$ cat src/rtl/seq_sub_64_pkg.sv
// Shared ALU package for the nibble-serial subtractor: state encoding, slice width
// and the counter-width helper.
package seq_sub_64_pkg;

    localparam int unsigned NIBBLE = 4;

    typedef enum logic [1:0] {
        StIdle = 2'd0,
        StRun  = 2'd1,
        StDone = 2'd2
    } state_e;

    // Slice counter width; a single-slice counter still needs one bit.
    function automatic int unsigned cnt_width(input int unsigned width);
        int unsigned n_slice;
        n_slice = width / NIBBLE;
        return (n_slice > 1) ? $clog2(n_slice) : 1;
    endfunction

endpackage

$ cat src/rtl/cla_slice_4.sv
// 4-bit carry-lookahead adder slice: sum and carry-out from a, b and carry-in.
module cla_slice_4
    import seq_sub_64_pkg::*;
(
    input  logic [NIBBLE-1:0] i_a,
    input  logic [NIBBLE-1:0] i_b,
    input  logic              i_ci,
    output logic [NIBBLE-1:0] o_sum,
    output logic              o_co
);

    logic [NIBBLE-1:0] w_g;
    logic [NIBBLE-1:0] w_p;
    logic [NIBBLE-1:0] w_c;

    assign w_g = i_a & i_b;
    assign w_p = i_a ^ i_b;

    // All carries expanded directly from generate/propagate terms.
    assign w_c[0] = i_ci;
    assign w_c[1] = w_g[0] | (w_p[0] & i_ci);
    assign w_c[2] = w_g[1] | (w_p[1] & w_g[0]) | (w_p[1] & w_p[0] & i_ci);
    assign w_c[3] = w_g[2] | (w_p[2] & w_g[1]) | (w_p[2] & w_p[1] & w_g[0])
                  | (w_p[2] & w_p[1] & w_p[0] & i_ci);

    assign o_co = w_g[3] | (w_p[3] & w_g[2]) | (w_p[3] & w_p[2] & w_g[1])
                | (w_p[3] & w_p[2] & w_p[1] & w_g[0])
                | (w_p[3] & w_p[2] & w_p[1] & w_p[0] & i_ci);

    assign o_sum = w_p ^ w_c;

endmodule

$ cat src/rtl/seq_sub_64.sv
// Sequential a-b subtractor: one 4-bit CLA slice reused per cycle, LS nibble first,
// with borrow/zero/sign/overflow flags registered on the final slice.
module seq_sub_64
    import seq_sub_64_pkg::*;
#(
    parameter int unsigned WIDTH = 64
) (
    input  logic             clk,
    input  logic             rst,
    input  logic             start,
    input  logic [WIDTH-1:0] a,
    input  logic [WIDTH-1:0] b,
    output logic             busy,
    output logic             done,
    output logic [WIDTH-1:0] diff,
    output logic             cf,
    output logic             zf,
    output logic             sf,
    output logic             of
);

    localparam int unsigned NSlice = WIDTH / NIBBLE;
    localparam int unsigned CW     = cnt_width(WIDTH);
    localparam logic [CW-1:0] LastCnt = CW'(NSlice - 1);

    state_e            r_state;
    logic [WIDTH-1:0]  r_a;
    logic [WIDTH-1:0]  r_nb;
    logic [WIDTH-1:0]  r_diff;
    logic [CW-1:0]     r_cnt;
    logic              r_carry;
    logic              r_zero;
    logic              r_sa;
    logic              r_sb;
    logic              r_busy;
    logic              r_done;
    logic              r_cf;
    logic              r_zf;
    logic              r_sf;
    logic              r_of;

    logic [NIBBLE-1:0] w_sum;
    logic              w_co;

    cla_slice_4 u_slice (
        .i_a   (r_a[NIBBLE-1:0]),
        .i_b   (r_nb[NIBBLE-1:0]),
        .i_ci  (r_carry),
        .o_sum (w_sum),
        .o_co  (w_co)
    );

    // Operands shift right each RUN cycle so the slice always sees bits [3:0];
    // result nibbles shift in from the top and land in place after NSlice cycles.
    always_ff @(posedge clk) begin
        if (rst) begin
            r_state <= StIdle;
            r_a     <= '0;
            r_nb    <= '0;
            r_diff  <= '0;
            r_cnt   <= '0;
            r_carry <= 1'b0;
            r_zero  <= 1'b0;
            r_sa    <= 1'b0;
            r_sb    <= 1'b0;
            r_busy  <= 1'b0;
            r_done  <= 1'b0;
            r_cf    <= 1'b0;
            r_zf    <= 1'b0;
            r_sf    <= 1'b0;
            r_of    <= 1'b0;
        end else begin
            unique case (r_state)
                StIdle, StDone: begin
                    r_done <= 1'b0;
                    if (start) begin
                        r_a     <= a;
                        r_nb    <= ~b;
                        r_sa    <= a[WIDTH-1];
                        r_sb    <= b[WIDTH-1];
                        r_carry <= 1'b1;
                        r_cnt   <= '0;
                        r_zero  <= 1'b1;
                        r_busy  <= 1'b1;
                        r_state <= StRun;
                    end else begin
                        r_busy  <= 1'b0;
                        r_state <= StIdle;
                    end
                end
                StRun: begin
                    r_a     <= r_a >> NIBBLE;
                    r_nb    <= r_nb >> NIBBLE;
                    r_diff  <= {w_sum, r_diff[WIDTH-1:NIBBLE]};
                    r_carry <= w_co;
                    r_zero  <= r_zero & (w_sum == '0);
                    if (r_cnt == LastCnt) begin
                        r_cf    <= ~w_co;
                        r_zf    <= r_zero & (w_sum == '0);
                        r_sf    <= w_sum[NIBBLE-1];
                        r_of    <= (r_sa ^ r_sb) & (r_sa ^ w_sum[NIBBLE-1]);
                        r_cnt   <= '0;
                        r_busy  <= 1'b0;
                        r_done  <= 1'b1;
                        r_state <= StDone;
                    end else begin
                        r_cnt <= r_cnt + CW'(1);
                    end
                end
                default: begin
                    r_busy  <= 1'b0;
                    r_done  <= 1'b0;
                    r_state <= StIdle;
                end
            endcase
        end
    end

    assign busy = r_busy;
    assign done = r_done;
    assign diff = r_diff;
    assign cf   = r_cf;
    assign zf   = r_zf;
    assign sf   = r_sf;
    assign of   = r_of;

endmodule

$ cat config.mk
export PLATFORM = sky130hd
export DESIGN_NAME = seq_sub_64
export DESIGN_NICKNAME = d
export VERILOG_FILES = /design/src/rtl/seq_sub_64_pkg.sv /design/src/rtl/cla_slice_4.sv /design/src/rtl/seq_sub_64.sv
export SDC_FILE = /design/constraint.sdc
export NUM_CORES = 1
export LEC_CHECK = 0
export ABC_AREA = 1
export CORE_UTILIZATION = 50
export CTS_BUF_LIST = sky130_fd_sc_hd__clkbuf_4 sky130_fd_sc_hd__clkbuf_8 sky130_fd_sc_hd__clkbuf_16
export CTS_CLUSTER_DIAMETER = 40
export DETAILED_ROUTE_END_ITERATION = 7
export DONT_BUFFER_PORTS = 1
export GPL_ROUTABILITY_DRIVEN = 0
export GPL_TIMING_DRIVEN = 0
export PLACE_DENSITY = 0.76
export SETUP_SLACK_MARGIN = 0.5
export SLEW_MARGIN = 40
export SYNTH_ARGS = -nofsm -noshare
export SYNTH_HDL_FRONTEND = slang
export SYNTH_SLANG_ARGS = --single-unit
export TNS_END_PERCENT = 50
$ cat constraint.sdc
create_clock -name clk -period 1.4 [get_ports clk]
set_input_delay 0.35 -clock clk [delete_from_list [all_inputs] [get_ports clk]]
set_output_delay 0.35 -clock clk [all_outputs]
set_load 0.1 [all_outputs]
### Pin placement

Pins as bars across the die edge, other pins in grey.
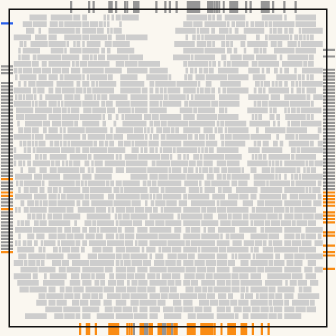
| port | colour | pins | direction | edge |
|---|---|---|---|---|
| `b` | orange | 64 | input | 44 south, 15 east, 5 west |
| `clk` | blue | 1 | input | west |

### Signal wires by layer

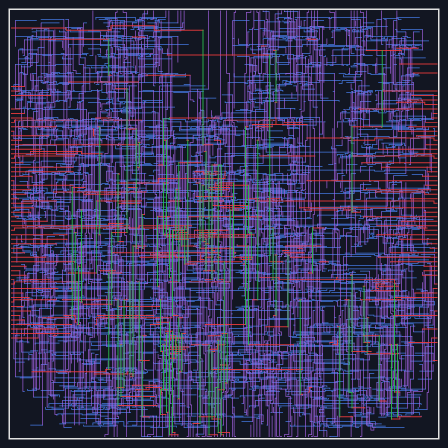
| layer | colour | wire length |
|---|---|---|
| M2 | purple | 15800 um |
| M3 | red | 2590 um |
| M4 | green | 1950 um |
| M1 | blue | 11300 um |

### The clock network

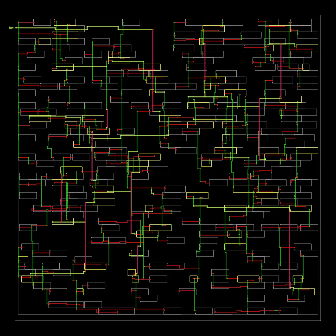
number of clock buffer instances in the layout: 45
clock network power: 9130 uW
# clock sinks: 208
flip-flop and latch count: 208

### Where the registers sit

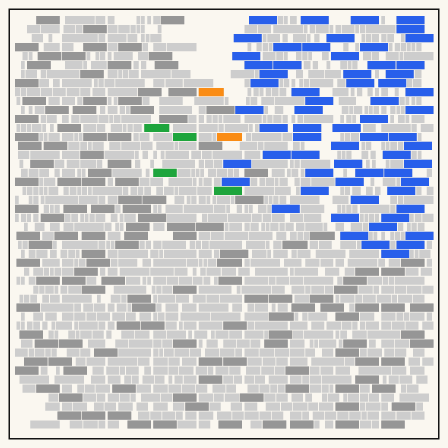
| name in the netlist | colour | flops |
|---|---|---|
| `r_cnt` | green | 4 |
| `diff` | blue | 64 |
| `r_state` | orange | 2 |

### Logic cells by family

Scale bar: 50 um.
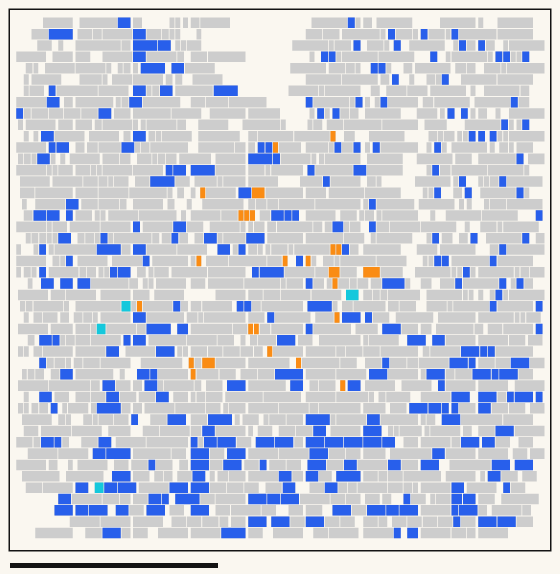
| family | colour | cells | where |
|---|---|---|---|
| inv cells | orange | 25 | centre |
| and/or cells | cyan | 4 | west |
| aoi and oai cells | blue | 275 | spread over the die |

==> Implementation_results.wiki <==
== Implementation results ==
{| class="wikitable"
! Metric !! Value
|-
| Remaining DRCs || 0
|-
| Routed len/inst || 22.3 um
|-
| Crit path buffers/inverters || 0
|-
| Number of nets still failing antenna checks after routing || 0
|-
| Met3 Track Usage GR || 9.83%
|-
| Number of I/O pins || 201
|-
| First-pass GRT wire length || 42700 um
|-
| Slack of the critical path || -0.267 ns
|-
| Post-synthesis average cell area || 8.00 sq um
|-
| Dominant cell type by area after synthesis || sky130_fd_sc_hd__dfxtp_1
|-
| Port bufs || 0
|-
| Largest stage delay, worst path || 0.35 ns
|-
| Multiplexer share of the synthesized area || 0%
|-
| Fraction of registers with async set or reset after synthesis || 0%
|-
| Xor and xnor fraction of the mapped netlist area || 0.108%
|-
| Run status || finished with violations
|-
| Layout Nets || 1313
|-
| Yosys top cell area share || 51.2%
|-
| Final tally of setup violations || 109
|-
| Simple logic cell fraction of the synthesized area || 21.1%
|-
| Violated checks || negative setup slack
|-
| Comb power frac || 18.0%
|-
| Number of search-and-repair iterations in the first detailed-routing pass || 5
|-
| Std cell rows || 46
|-
| Top cells, area || sky130_fd_sc_hd__dfxtp_1 (51%), sky130_fd_sc_hd__nor2_1 (14%), sky130_fd_sc_hd__o21ai_0 (10%), sky130_fd_sc_hd__a211oi_2 (4.5%), sky130_fd_sc_hd__nor3_1 (3.6%)
|}
-- cell families after synthesis --
kind of cell | Yosys count
AOI/OAI and AO/OA | 276
buffers and inverters | 101
and+or+nand+nor | 425
DFF | 208
xor gates and xnor gates | 1
adders and majority gates | 6
-- layout make-up --
| class | instances | area (sq um) | share of cell area, % |
|---|---|---|---|
| Buffer | 76 | 903 | 6.58 |
| Clock buffer | 45 | 1050 | 7.66 |
| Tap cell | 216 | 270 | 1.97 |
| Antenna cell | 1 | 2.50 | 0.0182 |
| Multi-Input combinational cell | 708 | 5110 | 37.2 |
| Timing Repair Buffer | 123 | 1620 | 11.8 |
| Clock inverter | 17 | 208 | 1.51 |
| Inverter | 25 | 115 | 0.839 |
| Sequential cell | 208 | 4450 | 32.4 |
Power and IR drop assume default switching activity.
